$ cat config.mk
export PLATFORM = sky130hd
export DESIGN_NAME = operand_issue
export DESIGN_NICKNAME = d
export VERILOG_FILES = /design/src/rtl/operand_issue.sv
export SDC_FILE = /design/constraint.sdc
export NUM_CORES = 2
export LEC_CHECK = 0
export CORE_ASPECT_RATIO = 1.5
export CORE_MARGIN = 2
export CORE_UTILIZATION = 55
export CTS_BUF_LIST = sky130_fd_sc_hd__clkbuf_4
export DETAILED_ROUTE_END_ITERATION = 16
export MAX_ROUTING_LAYER = met4
export PLACE_DENSITY_LB_ADDON = 0.25
export SYNTH_ARGS = -nofsm -noshare
export SYNTH_HDL_FRONTEND = slang
export SYNTH_SLANG_ARGS = --single-unit
$ cat constraint.sdc
create_clock -name clk -period 2.35 [get_ports clk]
set_clock_uncertainty 0.05 [all_clocks]
set_input_delay 0.3525 -clock clk [delete_from_list [all_inputs] [get_ports clk]]
set_output_delay 0.3525 -clock clk [all_outputs]
set_load 0.02 [all_outputs]
$ cat src/rtl/operand_issue.sv
// Decode / operand-fetch stage with the ID/EX pipeline register feeding the ALU.
// Holds the register file, forwards from EX/MEM/WB, stalls on load-use and bubbles on flush.
module operand_issue #(
  parameter logic [31:0] NOP_INS = 32'h0000_0000
) (
  input  logic        clk,
  input  logic        rst_n,
  input  logic        if_valid,
  input  logic [31:0] if_ins,
  input  logic [31:0] if_pc,
  output logic        if_ready,
  input  logic        flush,
  input  logic [31:0] ex_result,
  input  logic        mem_fwd_en,
  input  logic [4:0]  mem_fwd_addr,
  input  logic [31:0] mem_fwd_data,
  input  logic        wb_en,
  input  logic [4:0]  wb_addr,
  input  logic [31:0] wb_data,
  output logic [31:0] alu_op1,
  output logic [31:0] alu_op2,
  output logic [31:0] alu_ins,
  output logic [31:0] alu_pc,
  output logic        ex_valid,
  output logic [4:0]  ex_dst,
  output logic        ex_is_load,
  output logic [31:0] ex_store_data
);

  localparam logic [5:0] OP_RTYPE = 6'b000000;
  localparam logic [5:0] OP_JAL   = 6'b000011;
  localparam logic [5:0] OP_ADDI  = 6'b001000;
  localparam logic [5:0] OP_ADDIU = 6'b001001;
  localparam logic [5:0] OP_SLTI  = 6'b001010;
  localparam logic [5:0] OP_ANDI  = 6'b001100;
  localparam logic [5:0] OP_ORI   = 6'b001101;
  localparam logic [5:0] OP_LUI   = 6'b001111;
  localparam logic [5:0] OP_LW    = 6'b100011;
  localparam logic [5:0] OP_SW    = 6'b101011;
  localparam logic [5:0] FN_JR    = 6'b001000;

  logic [31:0] rf_q [32];

  logic [31:0] op1_q, op1_d;
  logic [31:0] op2_q, op2_d;
  logic [31:0] ins_q, ins_d;
  logic [31:0] pc_q, pc_d;
  logic        valid_q, valid_d;
  logic [4:0]  dst_q, dst_d;
  logic        is_load_q, is_load_d;
  logic [31:0] store_q, store_d;

  logic [5:0]  opcode;
  logic [4:0]  rs;
  logic [4:0]  rt;
  logic [4:0]  rd;
  logic [5:0]  funct;
  logic [31:0] imm_sext;
  logic [31:0] imm_zext;
  logic        is_nop;

  assign opcode   = if_ins[31:26];
  assign rs       = if_ins[25:21];
  assign rt       = if_ins[20:16];
  assign rd       = if_ins[15:11];
  assign funct    = if_ins[5:0];
  assign imm_sext = {{16{if_ins[15]}}, if_ins[15:0]};
  assign imm_zext = {16'h0000, if_ins[15:0]};
  assign is_nop   = (if_ins == 32'h0000_0000);

  // Youngest producer wins; a load in EX has no value yet, so it is skipped here
  // and covered by the load-use stall instead.
  function automatic logic [31:0] operand_val(
    input logic [4:0]  r,
    input logic [31:0] rf_val,
    input logic        ex_v,
    input logic        ex_ld,
    input logic [4:0]  ex_d,
    input logic [31:0] ex_res,
    input logic        m_en,
    input logic [4:0]  m_addr,
    input logic [31:0] m_data,
    input logic        w_en,
    input logic [4:0]  w_addr,
    input logic [31:0] w_data
  );
    logic [31:0] v;
    if (r == 5'd0)                          v = 32'h0;
    else if (ex_v && !ex_ld && ex_d == r)   v = ex_res;
    else if (m_en && m_addr == r)           v = m_data;
    else if (w_en && w_addr == r)           v = w_data;
    else                                    v = rf_val;
    return v;
  endfunction

  logic [31:0] rs_val;
  logic [31:0] rt_val;

  assign rs_val = operand_val(rs, rf_q[rs], valid_q, is_load_q, dst_q, ex_result,
                              mem_fwd_en, mem_fwd_addr, mem_fwd_data,
                              wb_en, wb_addr, wb_data);
  assign rt_val = operand_val(rt, rf_q[rt], valid_q, is_load_q, dst_q, ex_result,
                              mem_fwd_en, mem_fwd_addr, mem_fwd_data,
                              wb_en, wb_addr, wb_data);

  logic [31:0] dec_op1;
  logic [31:0] dec_op2;
  logic [4:0]  dec_dst;
  logic        dec_load;
  logic [31:0] dec_store;
  logic        uses_rs;
  logic        uses_rt;

  always_comb begin
    dec_op1   = 32'h0;
    dec_op2   = 32'h0;
    dec_dst   = 5'd0;
    dec_load  = 1'b0;
    dec_store = 32'h0;
    uses_rs   = 1'b1;
    uses_rt   = 1'b0;
    case (opcode)
      OP_RTYPE: begin
        dec_op1 = rs_val;
        dec_op2 = rt_val;
        uses_rt = 1'b1;
        dec_dst = (is_nop || funct == FN_JR) ? 5'd0 : rd;
        if (is_nop) uses_rs = 1'b0;
      end
      OP_ANDI, OP_ORI, OP_LUI: begin
        dec_op1 = rs_val;
        dec_op2 = imm_zext;
        dec_dst = rt;
        if (opcode == OP_LUI) uses_rs = 1'b0;
      end
      OP_ADDI, OP_ADDIU, OP_SLTI, OP_LW: begin
        dec_op1  = rs_val;
        dec_op2  = imm_sext;
        dec_dst  = rt;
        dec_load = (opcode == OP_LW);
      end
      OP_SW: begin
        dec_op1   = rs_val;
        dec_op2   = imm_sext;
        dec_store = rt_val;
        uses_rt   = 1'b1;
      end
      OP_JAL: begin
        dec_dst = 5'd31;
        uses_rs = 1'b0;
      end
      default: begin
        dec_op1 = 32'h0;
      end
    endcase
  end

  logic stall;

  assign stall = if_valid && valid_q && is_load_q && (dst_q != 5'd0) &&
                 ((uses_rs && rs == dst_q) || (uses_rt && rt == dst_q));

  // Flush outranks the stall: the held instruction is dropped, so it is consumed.
  assign if_ready = !(stall && !flush);

  always_comb begin
    op1_d     = 32'h0;
    op2_d     = 32'h0;
    ins_d     = NOP_INS;
    pc_d      = 32'h0;
    valid_d   = 1'b0;
    dst_d     = 5'd0;
    is_load_d = 1'b0;
    store_d   = 32'h0;
    if (if_valid && !flush && !stall) begin
      op1_d     = dec_op1;
      op2_d     = dec_op2;
      ins_d     = if_ins;
      pc_d      = if_pc;
      valid_d   = 1'b1;
      dst_d     = dec_dst;
      is_load_d = dec_load;
      store_d   = dec_store;
    end
  end

  always_ff @(posedge clk or negedge rst_n) begin
    if (!rst_n) begin
      op1_q     <= 32'h0;
      op2_q     <= 32'h0;
      ins_q     <= NOP_INS;
      pc_q      <= 32'h0;
      valid_q   <= 1'b0;
      dst_q     <= 5'd0;
      is_load_q <= 1'b0;
      store_q   <= 32'h0;
    end else begin
      op1_q     <= op1_d;
      op2_q     <= op2_d;
      ins_q     <= ins_d;
      pc_q      <= pc_d;
      valid_q   <= valid_d;
      dst_q     <= dst_d;
      is_load_q <= is_load_d;
      store_q   <= store_d;
    end
  end

  // r0 is never written, so its storage stays at the reset value of zero.
  always_ff @(posedge clk or negedge rst_n) begin
    if (!rst_n) begin
      for (int i = 0; i < 32; i++) rf_q[i] <= 32'h0;
    end else if (wb_en && wb_addr != 5'd0) begin
      rf_q[wb_addr] <= wb_data;
    end
  end

  assign alu_op1       = op1_q;
  assign alu_op2       = op2_q;
  assign alu_ins       = ins_q;
  assign alu_pc        = pc_q;
  assign ex_valid      = valid_q;
  assign ex_dst        = dst_q;
  assign ex_is_load    = is_load_q;
  assign ex_store_data = store_q;

endmodule

**Supply network**

Scale bar: 100 um. Pins as bars on the die edge. Tap cells in gray.
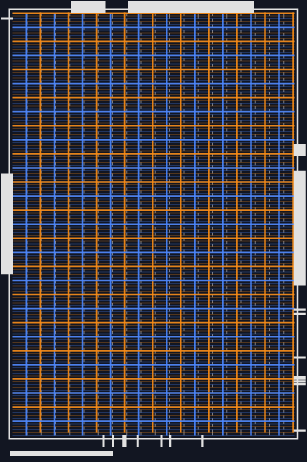
| color | net |
|---|---|
| blue | VSS |
| orange | VDD |
met1 rails: 151
tap cells: 1444
met4 straps: 20
signal pins: 344
met5 straps: 30

**Cell classes on the final placement**

Scale bar: 100 um.
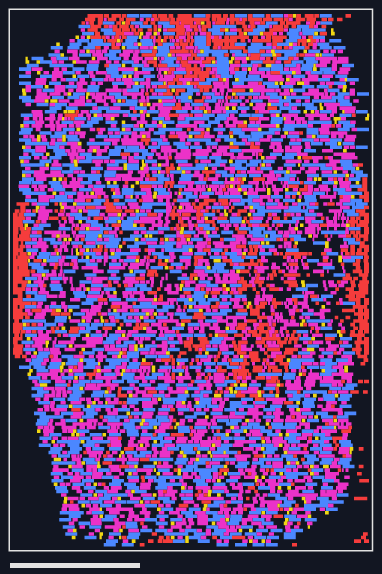
| color | class | cells | share of their area |
|---|---|---|---|
| blue | registers | 1191 | 39% |
| yellow | clock drivers and dummy loads | 491 | 4.6% |
| red | remaining buffers and delay cells | 1151 | 16% |
| magenta | remaining logic cells | 2497 | 40% |
Finished Cell Area: 77900 um2
Seq area share: 0.383

**Clock distribution**

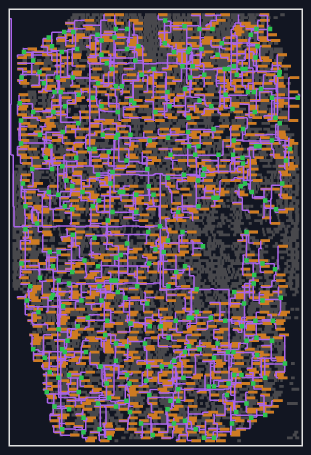
[orange] flip-flops | count: 1191
[purple] clock wires | length: 17100 um
[green] clock-net drivers | count: 309
routed clock nets: 310

**Metal layers overlaid**

Scale bar: 100 um. Only two layers are drawn.
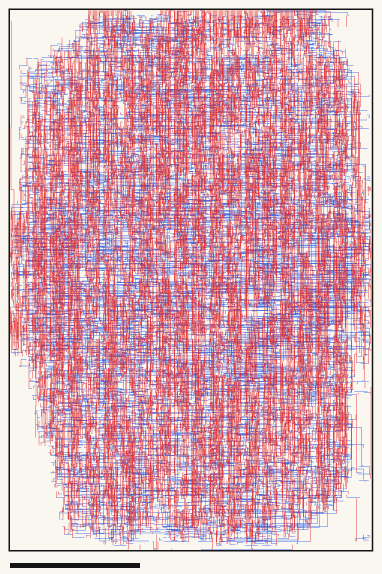
| color | layer | wire length |
|---|---|---|
| red | M2 | 110 mm |
| blue | M1 | 79.8 mm |

**Placed standard cells**

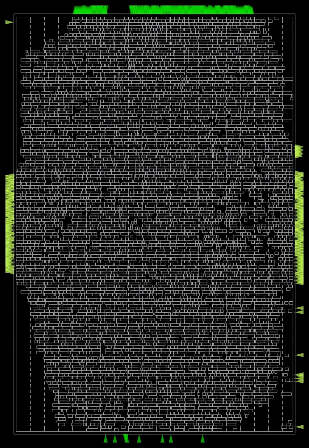
TAP cells: 1444
fillers: 7416
Core Area: 111000 um2

==> run summary <==
impl run done, here's what came out: layer with the highest usage=met2, max-cap violation count=0, Sequential Area=29900 um2, top cell category=multi-input combinational cells, Worst Hold Class=input port to flip-flop, CP max FO=3, cell type with the largest total area=dfrtp_1, CTS max path bufs=4, Leak=34.4 nW, Flops after synth=1191, Die X=277 um, drt first pass iters=6, Signal buffers=1151, clock period minus final worst setup slack=3.58 ns, layout cells sized above 1=0.547, Mean Syn Cell Area=14.9 um2, Clock Root Buffer=clkbuf_4, Vias/cell=6.91, Crit. Startpoint=ex_dst[1], final setup TNS=-161.90 ns, top cells by count=dfrtp_1 (1191), mux2_2 (1009), mux4_2 (515), Final setup viols=291, top-count cell post-synth=dfrtp_1, Top pwr grp=sequential cells, Nets at Floorplan=4317, initial antenna violation count=7, I/O Pins=344, dpl ws=-0.830 ns, Syn-to-layout area delta=26.5%, I/O Buffers=343, Die Size=115000 um2, Log Warnings=35, yosys stat chip area=61600 um2, # clk buffers=430, Worst Reg-to-Reg Cells=17, dominant kind of combinational cell=multiplexers, failing checks=negative setup slack, clock sinks=1191, vias in the first global route=49100, clock share of power=0.301, sw frac=0.294, worst r2r src=ex_dst[3], Net Switching=0.0167 W, Inverters excl. clock=9, PnR worst setup slack=-1.23 ns, MI comb cells=2488, HPWL Detailed=163000 um, final-report hold violation count=0, Inserted Diodes=9, Critical Path End=if_ready, die y size=414 um, status=finished, violations left, cell-internal power=0.0400 W, RSZ-0062 raised after global routing=true, routed vias=46800, most frequent cells in the layout=dfrtp_1 (1150), mux2_2 (1009), mux4_2 (515), Routed met3 length=22900 um, Pins Over Slew Limit=0, flop count=1191, Non-clock buffer share=0.156, mux share=0.397, share of the clock period used by the worst path=1.52, first-pass GRT wire length=337000 um, CTS tree=done, Initial Util=0.553, yosys cell count=4141, clk ins delay skew pair=1.36 ns, register-to-register setup slack=-0.91 ns, Worst Setup Path Type=flip-flop to output pin, Compound Share, Synth=0.0484, Final GP Congestion=1.00, dpl cell area=71500 um2, Req. time, crit path=1.95 ns, power in the clock group=0.0170 W, Clock Network Area Fraction=0.0445
## worst max-delay path: stages, from the launching register on
cell and delay (ns):
dfrtp_2 0.43, buf_12 0.14, xnor2_2 0.14, nand3_2 0.09, or3_4 0.40, or3_1 0.32
a21o_1 0.18, buf_2 0.15
## flip-flops by register name, indices dropped and copies added (netlist names)
register       cells
alu_pc            32
ex_is_load         1
ex_valid           1
alu_ins           32
ex_dst             5
rf_q            1024
alu_op1           32
alu_op2           32
ex_store_data     32
## through the flow
stage          total power [W]  std cells
5_1_grt                 0.0589       6783
6_report                0.0566       6783
3_3_place_gp            0.0386       6091
3_5_place_dp            0.0392       6091
4_1_cts                 0.0564       6761
2_1_floorplan           0.0342       4141
Power and IR drop assume default switching activity.
